**config.mk**
```make
export PLATFORM = sky130hd
export DESIGN_NAME = timer_xn
export DESIGN_NICKNAME = d
export VERILOG_FILES = /design/src/rtl/timer_pkg.sv /design/src/rtl/timer_channel.sv /design/src/rtl/timer_xn.sv
export SDC_FILE = /design/constraint.sdc
export NUM_CORES = 1
export LEC_CHECK = 0
export ABC_AREA = 1
export CORE_UTILIZATION = 35
export CTS_CLUSTER_SIZE = 30
export DETAILED_ROUTE_END_ITERATION = 10
export PLACE_DENSITY = 0.6
export SETUP_SLACK_MARGIN = 0.2
export SLEW_MARGIN = 10
export SYNTH_ARGS = -nofsm -noshare
export SYNTH_HDL_FRONTEND = slang
export SYNTH_SLANG_ARGS = --single-unit
```
**constraint.sdc**
```tcl
create_clock -name clk -period 5.2 [get_ports clk]
set_input_delay 1.04 -clock clk [delete_from_list [all_inputs] [get_ports clk]]
set_output_delay 1.04 -clock clk [all_outputs]
set_load 0.03 [all_outputs]
```
**src/rtl/timer_pkg.sv**
```systemverilog
// Shared types, register map and mode decode for the timer_xn channels.
// TIMER_PWM_EN decides whether mode 2 decodes as PWM or falls back to periodic.
package timer_pkg;

   localparam int unsigned DATA_W = 32;
   localparam int unsigned TAP_W  = 5;

   typedef enum logic [1:0] {
      ONESHOT  = 2'd0,
      PERIODIC = 2'd1,
      PWM      = 2'd2
   } mode_e;

   localparam logic [1:0] REG_CTRL  = 2'd0;
   localparam logic [1:0] REG_LOAD  = 2'd1;
   localparam logic [1:0] REG_CMP   = 2'd2;
   localparam logic [1:0] REG_COUNT = 2'd3;

   localparam int unsigned CTRL_EN      = 0;
   localparam int unsigned CTRL_MODE_LO = 1;
   localparam int unsigned CTRL_MODE_HI = 2;
   localparam int unsigned CTRL_IE      = 3;
   localparam int unsigned CTRL_FLAG    = 7;
   localparam int unsigned CTRL_TAP_LO  = 8;
   localparam int unsigned CTRL_TAP_HI  = 12;

   // Reserved encoding 3 (and 2 without PWM support) runs as periodic.
   function automatic mode_e decode_mode(input logic [1:0] raw);
      mode_e m;
      m = PERIODIC;
      if (raw == 2'd0) m = ONESHOT;
`ifdef TIMER_PWM_EN
      if (raw == 2'd2) m = PWM;
`endif
      return m;
   endfunction

endpackage

```
**src/rtl/timer_channel.sv**
```systemverilog
// One timer channel: CTRL/LOAD/CMP/COUNT state, expiry handling and waveform output.
// CMP storage and the PWM comparator exist only when TIMER_PWM_EN is defined.
module timer_channel
   import timer_pkg::*;
#(
   parameter int unsigned CNT_W = 32,
   parameter int unsigned PRE_W = 16
) (
   input  logic              clk,
   input  logic              rst,
   input  logic              tick,
   input  logic              wr_ctrl,
   input  logic              wr_load,
   input  logic              wr_cmp,
   input  logic              wr_count,
   input  logic [DATA_W-1:0] wdata,
   input  logic [1:0]        sel,
   output logic [DATA_W-1:0] rdata_c,
   output logic              irq_c,
   output logic [TAP_W-1:0]  tap,
   output logic              ch_out
);

   logic             en, en_d;
   logic [1:0]       mode_raw, mode_d;
   logic             ie, ie_d;
   logic [TAP_W-1:0] tap_d, wtap;
   logic             flag, flag_d;
   logic [CNT_W-1:0] load, load_d;
   logic [CNT_W-1:0] count, count_d;
   logic             tog, tog_d;
   logic             ch_out_d;
   logic             active, expire;
`ifdef TIMER_PWM_EN
   logic [CNT_W-1:0] cmp, cmp_d;
`else
   logic             unused_cmp;
   assign unused_cmp = wr_cmp;
`endif
   logic             unused_wdata;
   assign unused_wdata = ^{wdata[CTRL_FLAG:CTRL_IE+1], wdata[DATA_W-1:CTRL_TAP_HI+1]};

   // A software disable in the same cycle as a tick freezes COUNT instead of stepping it.
   assign active = en && tick && !(wr_ctrl && !wdata[CTRL_EN]);
   assign expire = active && (count == '0);
   assign wtap   = wdata[CTRL_TAP_HI:CTRL_TAP_LO];
   assign irq_c  = flag & ie;

   always_comb begin
      en_d     = en;
      mode_d   = mode_raw;
      ie_d     = ie;
      tap_d    = tap;
      flag_d   = flag;
      load_d   = load;
      count_d  = count;
      tog_d    = tog;
      ch_out_d = ch_out;
`ifdef TIMER_PWM_EN
      cmp_d    = cmp;
`endif
      if (wr_ctrl) begin
         en_d   = wdata[CTRL_EN];
         mode_d = wdata[CTRL_MODE_HI:CTRL_MODE_LO];
         ie_d   = wdata[CTRL_IE];
         tap_d  = (wtap > TAP_W'(PRE_W)) ? TAP_W'(PRE_W) : wtap;
         if (wdata[CTRL_EN] && !en) begin
            count_d = load;
            tog_d   = 1'b0;
         end
      end
      if (wr_load) begin
         load_d = wdata[CNT_W-1:0];
         if (!en) count_d = wdata[CNT_W-1:0];
      end
`ifdef TIMER_PWM_EN
      if (wr_cmp) cmp_d = wdata[CNT_W-1:0];
`endif
      if (wr_count) flag_d = 1'b0;
      if (active) begin
         if (expire) begin
            flag_d = 1'b1;
            case (decode_mode(mode_raw))
               ONESHOT: en_d = 1'b0;
               PWM:     count_d = load;
               default: begin
                  count_d = load;
                  tog_d   = ~tog;
               end
            endcase
         end else begin
            count_d = count - CNT_W'(1);
         end
      end
      // Waveform follows the post-edge state so it changes on the same edge as the flag.
      case (decode_mode(mode_d))
         ONESHOT: ch_out_d = en_d;
`ifdef TIMER_PWM_EN
         PWM:     if (en_d) ch_out_d = (count_d < cmp_d);
`endif
         default: ch_out_d = tog_d;
      endcase
   end

   always_ff @(posedge clk) begin
      if (rst) begin
         en       <= 1'b0;
         mode_raw <= 2'd0;
         ie       <= 1'b0;
         tap      <= '0;
         flag     <= 1'b0;
         load     <= '0;
         count    <= '0;
         tog      <= 1'b0;
         ch_out   <= 1'b0;
`ifdef TIMER_PWM_EN
         cmp      <= '0;
`endif
      end else begin
         en       <= en_d;
         mode_raw <= mode_d;
         ie       <= ie_d;
         tap      <= tap_d;
         flag     <= flag_d;
         load     <= load_d;
         count    <= count_d;
         tog      <= tog_d;
         ch_out   <= ch_out_d;
`ifdef TIMER_PWM_EN
         cmp      <= cmp_d;
`endif
      end
   end

   always_comb begin
      rdata_c = '0;
      case (sel)
         REG_CTRL: begin
            rdata_c[CTRL_EN]                   = en;
            rdata_c[CTRL_MODE_HI:CTRL_MODE_LO] = mode_raw;
            rdata_c[CTRL_IE]                   = ie;
            rdata_c[CTRL_FLAG]                 = flag;
            rdata_c[CTRL_TAP_HI:CTRL_TAP_LO]   = tap;
         end
         REG_LOAD:  rdata_c = DATA_W'(load);
`ifdef TIMER_PWM_EN
         REG_CMP:   rdata_c = DATA_W'(cmp);
`endif
         REG_COUNT: rdata_c = DATA_W'(count);
         default:   rdata_c = '0;
      endcase
   end

endmodule

```
**src/rtl/timer_xn.sv**
```systemverilog
// Multi-channel programmable timer: shared prescaler, register decode, read mux and irq.
// Define TIMER_PWM_EN to build PWM mode and the CMP registers.
module timer_xn
   import timer_pkg::*;
#(
   parameter int unsigned CH_NUM = 4,
   parameter int unsigned CNT_W  = 32,
   parameter int unsigned PRE_W  = 16
) (
   input  logic                        clk,
   input  logic                        rst,
   input  logic                        we,
   input  logic [1+$clog2(CH_NUM):0]   addr,
   input  logic [31:0]                 wdata,
   output logic [31:0]                 rdata,
   output logic                        irq,
   output logic [CH_NUM-1:0]           ch_out
);

   localparam int unsigned ADDR_W = 2 + $clog2(CH_NUM);
   localparam int unsigned SEL_W  = (ADDR_W > 2) ? ADDR_W - 2 : 1;

   logic [PRE_W-1:0]  pre;
   logic [SEL_W-1:0]  chan_sel;
   logic [1:0]        reg_sel;
   logic [31:0]       rdata_d;
   logic [CH_NUM-1:0] ch_irq;
   logic [CH_NUM-1:0] tick;
   logic [31:0]       ch_rd  [CH_NUM];
   logic [TAP_W-1:0]  ch_tap [CH_NUM];

   assign reg_sel = addr[1:0];

   generate
      if (ADDR_W > 2) begin : g_sel
         assign chan_sel = addr[ADDR_W-1:2];
      end else begin : g_sel_one
         assign chan_sel = SEL_W'(0);
      end
   endgenerate

   // A channel ticks when the low 'tap' prescaler bits are all zero.
   always_comb begin
      for (int i = 0; i < CH_NUM; i++) begin
         tick[i] = 1'b1;
         for (int b = 0; b < PRE_W; b++) begin
            if ((b < int'(ch_tap[i])) && pre[b]) tick[i] = 1'b0;
         end
      end
   end

   for (genvar i = 0; i < CH_NUM; i++) begin : g_ch
      logic hit;
      assign hit = we && (chan_sel == SEL_W'(i));

      timer_channel #(
         .CNT_W (CNT_W),
         .PRE_W (PRE_W)
      ) u_ch (
         .clk      (clk),
         .rst      (rst),
         .tick     (tick[i]),
         .wr_ctrl  (hit && (reg_sel == REG_CTRL)),
         .wr_load  (hit && (reg_sel == REG_LOAD)),
         .wr_cmp   (hit && (reg_sel == REG_CMP)),
         .wr_count (hit && (reg_sel == REG_COUNT)),
         .wdata    (wdata),
         .sel      (reg_sel),
         .rdata_c  (ch_rd[i]),
         .irq_c    (ch_irq[i]),
         .tap      (ch_tap[i]),
         .ch_out   (ch_out[i])
      );
   end

   // Unpopulated channel indices fall through to zero.
   always_comb begin
      rdata_d = '0;
      for (int i = 0; i < CH_NUM; i++) begin
         if (chan_sel == SEL_W'(i)) rdata_d = ch_rd[i];
      end
   end

   always_ff @(posedge clk) begin
      if (rst) begin
         pre   <= '0;
         rdata <= '0;
         irq   <= 1'b0;
      end else begin
         pre   <= pre + PRE_W'(1);
         rdata <= rdata_d;
         irq   <= |ch_irq;
      end
   end

endmodule

```
### Cell area per tile, run 1

The die is cut into 26 by 26 equal tiles; white is low, dark blue is high, 0 to 100% covered.
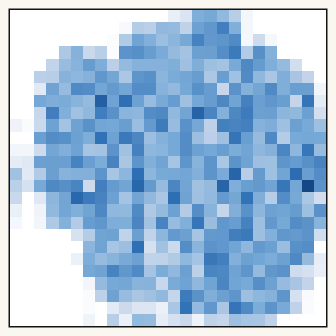
fullest tile: 91%
mean over tiles: 37%
tiles over 75% full: 1.2%
nearly empty tiles: 19%
emptiest ninth of the die: lower left

### Cell placement, run 1

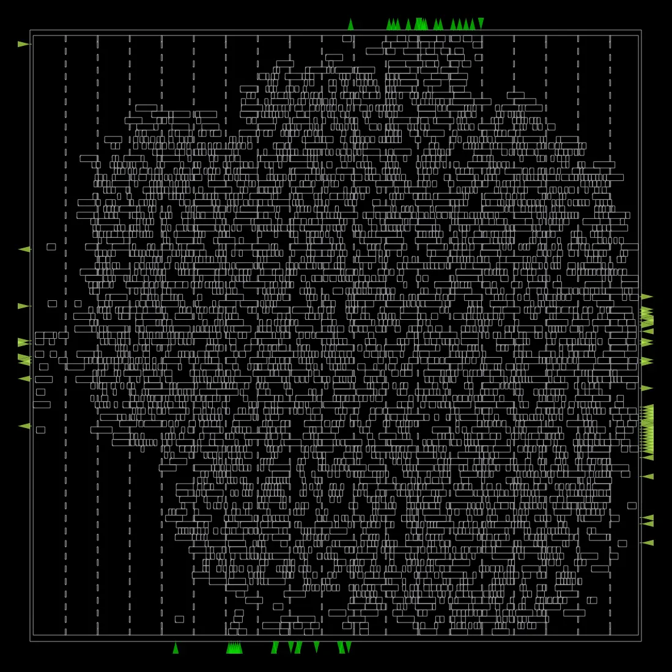
Tap Count: 873
fin util: 40.00%
Fillers: 7324
# rows: 95

### Placed cells, one colour a class, run 1

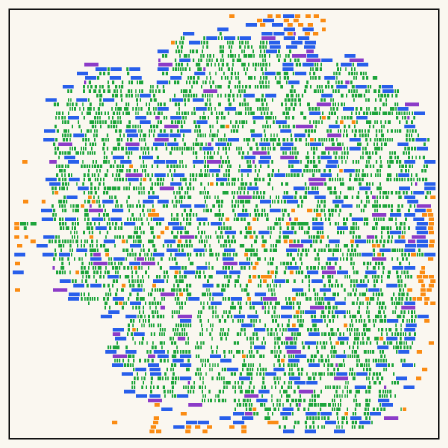
[clock drivers and dummy loads] purple | cells: 81
[combinational and other logic] green | cells: 3427
[sequential cells] blue | cells: 353
[remaining buffers and delay cells] orange | cells: 152
cell area after layout: 26960 sq um
Core Region: 67400 sq um
fraction of area in registers: 26.21%

### Where the registers sit, run 1

Scale bar: 100 um. Other sequential cells in the stronger grey, the rest of the logic in the fainter grey.
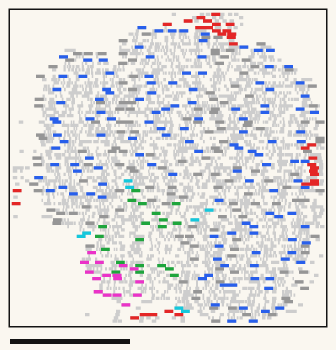
[rdata] red | placed flops: 32
[g_ch.u_ch.count] blue | placed flops: 128 | where: all over the die
[g_ch.u_ch.mode_raw] cyan | placed flops: 8
[g_ch.u_ch.tap] green | placed flops: 20
[pre] magenta | placed flops: 16

==> impl_metrics.json, run 1 <==
{
  "status": "finished, final reports clean",
  "nNonClkInverters": 439,
  "synthesis.nets": 4054,
  "ys_seq_elements": 353,
  "critPathTopFamily": "simple AND/OR/NAND/NOR gates",
  "crit_chain": "clkdlybuf4s50_1, nand2_4, nor2_2, nand3_1, nand2_1, inv_1, nand2_1, nor2_2, nand4_1, nand2_1, nand2_1, nor2_1, nor2_1",
  "first_iter_violations": 3638,
  "fin_tns_setup_ps": 0,
  "power.total_mw": 8.150,
  "grt_max_degree": 102,
  "top_area_cell": "dfxtp_1",
  "most-common-layout-cells": "nand2_1, inv_1, a21oi_1, o21ai_0, dfxtp_1",
  "die_h_um": 263.5,
  "area_delta_synth_final_pct": 12.64,
  "crit_start": "addr[2]",
  "top_cells_by_area": "dfxtp_1, nand2_1, a21oi_1, o21ai_0, nand3_1",
  "maxCapViolCount": 0,
  "synthesis.instances": 4010,
  "worst_slack_ps": 1382,
  "dp_hpwl_mm": 77.04,
  "instances_no_fill": 4886,
  "grt_use_met1_pct": 41.96,
  "n_clock_buffer": 63,
  "n_all_buffers": 152,
  "grt_busiest_layer": "met2",
  "reg2regPathDepth": 11,
  "combPwrFrac_pct": 24.0,
  "clockBufferDepth": 3,
  "overflow": 0,
  "max_freq_mhz": 261.9,
  "final-hold-violation-count": 0,
  "yosysMostFrequentCell": "nand2_1",
  "cts_root_buf": "clkbuf_16",
  "whs_ps": 464.3,
  "rr_startpoint": "g_ch[3].u_ch.count[0]",
  "drive_gt1_share_pct": 5.582,
  "route.met3.wl_mm": 12.34,
  "power.density_nw_per_um2": 302.3,
  "cts_inserted_buffers": 45,
  "top_power_group": "the clock network",
  "netlist_top_cells_count": "nand2_1, inv_1, a21oi_1",
  "comb_cells": 2988,
  "cts_sinks": 353,
  "mux_share_pct": 0,
  "worst_pin_slew_ps": 1110,
  "crit_arrival_ps": 4360,
  "vdd_drop_max_v": 0.0002103,
  "hold_path_startpoint": "g_ch[2].u_ch.flag",
  "pwr.group.clock_mw": 3.32,
  "use_met3_pct": 6.304,
  "use_met2_pct": 45.38,
  "grt_pass1_wl_mm": 162.4,
  "hold_end": "g_ch[2].u_ch.flag",
  "async_flop_share_pct": 0,
  "crit_end": "g_ch[3].u_ch.ch_out",
  "routabilityCongestion": 0.9986,
  "edf_count": 0,
  "comb_cell_power_mw": 1.95
}
==> run 1 -> run 2 <==
Clock period 5.2 ns to 3.9 ns, I/O delays scaled along.
### Placed cells, one colour a class, run 2

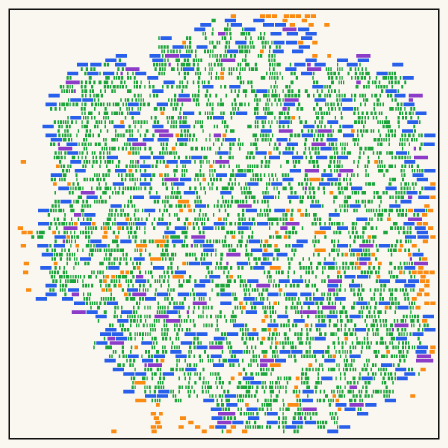
[clock drivers and dummy loads] purple | cells: 86
[combinational and other logic] green | cells: 3427
[sequential cells] blue | cells: 353
[remaining buffers and delay cells] orange | cells: 200

==> impl_metrics.json, run 2 <==
{
  "status": "finished, final reports clean",
  "hold-path-cell-count": 2,
  "layout_top_cell": "nand2_1",
  "netlist_area_sq_um": 23930,
  "comb_cells": 2988,
  "rows": 95,
  "overflow": 0,
  "coreArea_sq_um": 67400,
  "placed_cells_incl_taps": 4853,
  "fin_util_pct": 40.81,
  "synthesis.instances": 4010,
  "critPathTopFamily": "simple AND/OR/NAND/NOR gates",
  "routabilityCongestion": 0.9921,
  "grt_busiest_layer": "met2",
  "use_met2_pct": 46.98,
  "whs_ps": 469.0,
  "power.total_mw": 11.04,
  "comb_cell_power_mw": 2.70,
  "area_delta_synth_final_pct": 14.93,
  "grt_max_degree": 104,
  "flop_area_sq_um": 7067,
  "n_all_buffers": 200,
  "grt_use_met1_pct": 43.34,
  "mux_share_pct": 0,
  "dp_hpwl_mm": 81.70,
  "top_power_group": "the clock network",
  "instances_no_fill": 4947,
  "ys_seq_elements": 353,
  "cts_root_buf": "clkbuf_16",
  "max_freq_mhz": 315.7,
  "rr_startpoint": "pre[8]",
  "hold_path_startpoint": "g_ch[3].u_ch.flag",
  "cts_sinks": 353,
  "yosysMostFrequentCell": "nand2_1",
  "die_h_um": 263.5,
  "final-hold-violation-count": 0,
  "power.density_nw_per_um2": 401.3,
  "tap_cells": 873,
  "vdd_drop_max_v": 0.0003495,
  "fillers": 7269,
  "fin_skew_ps": 27.07,
  "combPwrFrac_pct": 24.5,
  "drive_gt1_share_pct": 6.665,
  "first_iter_violations": 3665,
  "top_cells_by_area": "dfxtp_1, nand2_1, a21oi_1, o21ai_0, nand3_1",
  "ys_area_sq_um": 23930,
  "route.met3.wl_mm": 11.60,
  "ys_sh_simple_pct": 33.04,
  "reg2regPathDepth": 11,
  "top_area_cell": "dfxtp_1",
  "n_clock_buffer": 72,
  "grt_pass1_vias": 25440,
  "netlist_top_cells_count": "nand2_1, inv_1, a21oi_1",
  "insertion_delay_ps": 610,
  "crit_start": "addr[3]",
  "io_buffers": 75,
  "most-common-layout-cells": "nand2_1, inv_1, a21oi_1, o21ai_0, dfxtp_1",
  "cts_inserted_buffers": 46,
  "synthesis.nets": 4054,
  "edf_count": 0,
  "sh_seq_area_pct": 25.69,
  "nNonClkInverters": 439,
  "xor_share_pct": 3.147,
  "use_met3_pct": 6.052,
  "maxCapViolCount": 0,
  "crit_chain": "clkdlybuf4s50_1, buf_4, nor2_2, nand4_1, nand4_1, nor2_1, nand3_2, nor2_1, nand2_1, nand2_1, nor2_1, nor2_1",
  "wl_met1_mm": 48.04,
  "layout_min_cycle_time_ps": 3168,
  "wl_met2_mm": 47.48,
  "vias": 27980,
  "crit_end": "g_ch[1].u_ch.count[11]",
  "yosysWarnings": 0,
  "pwr.group.clock_mw": 4.49,
  "wl_mm": 112.6,
  "worst_slack_ps": 732.3,
  "grt_pass1_wl_mm": 166.7,
  "n_antenna_cell": 8,
  "r2r_slack_ps": 1040,
  "clockBufferDepth": 3,
  "ant_nets": 0,
  "worst_pin_slew_ps": 934.0,
  "hold_end": "g_ch[3].u_ch.flag",
  "fp_util_pct": 35.51,
  "crit_arrival_ps": 3690,
  "async_flop_share_pct": 0,
  "fin_tns_setup_ps": 0,
  "finalInstanceArea_sq_um": 27510
}
### Cell area per tile, run 2

The die is cut into 26 by 26 equal tiles; white is low, dark blue is high, 0 to 100% covered.
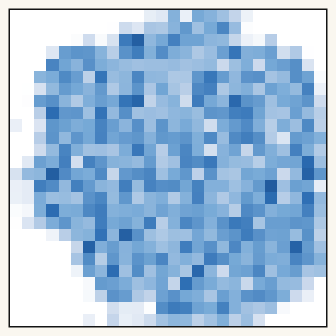
emptiest ninth of the die: lower left
mean over tiles: 38%
nearly empty tiles: 18%

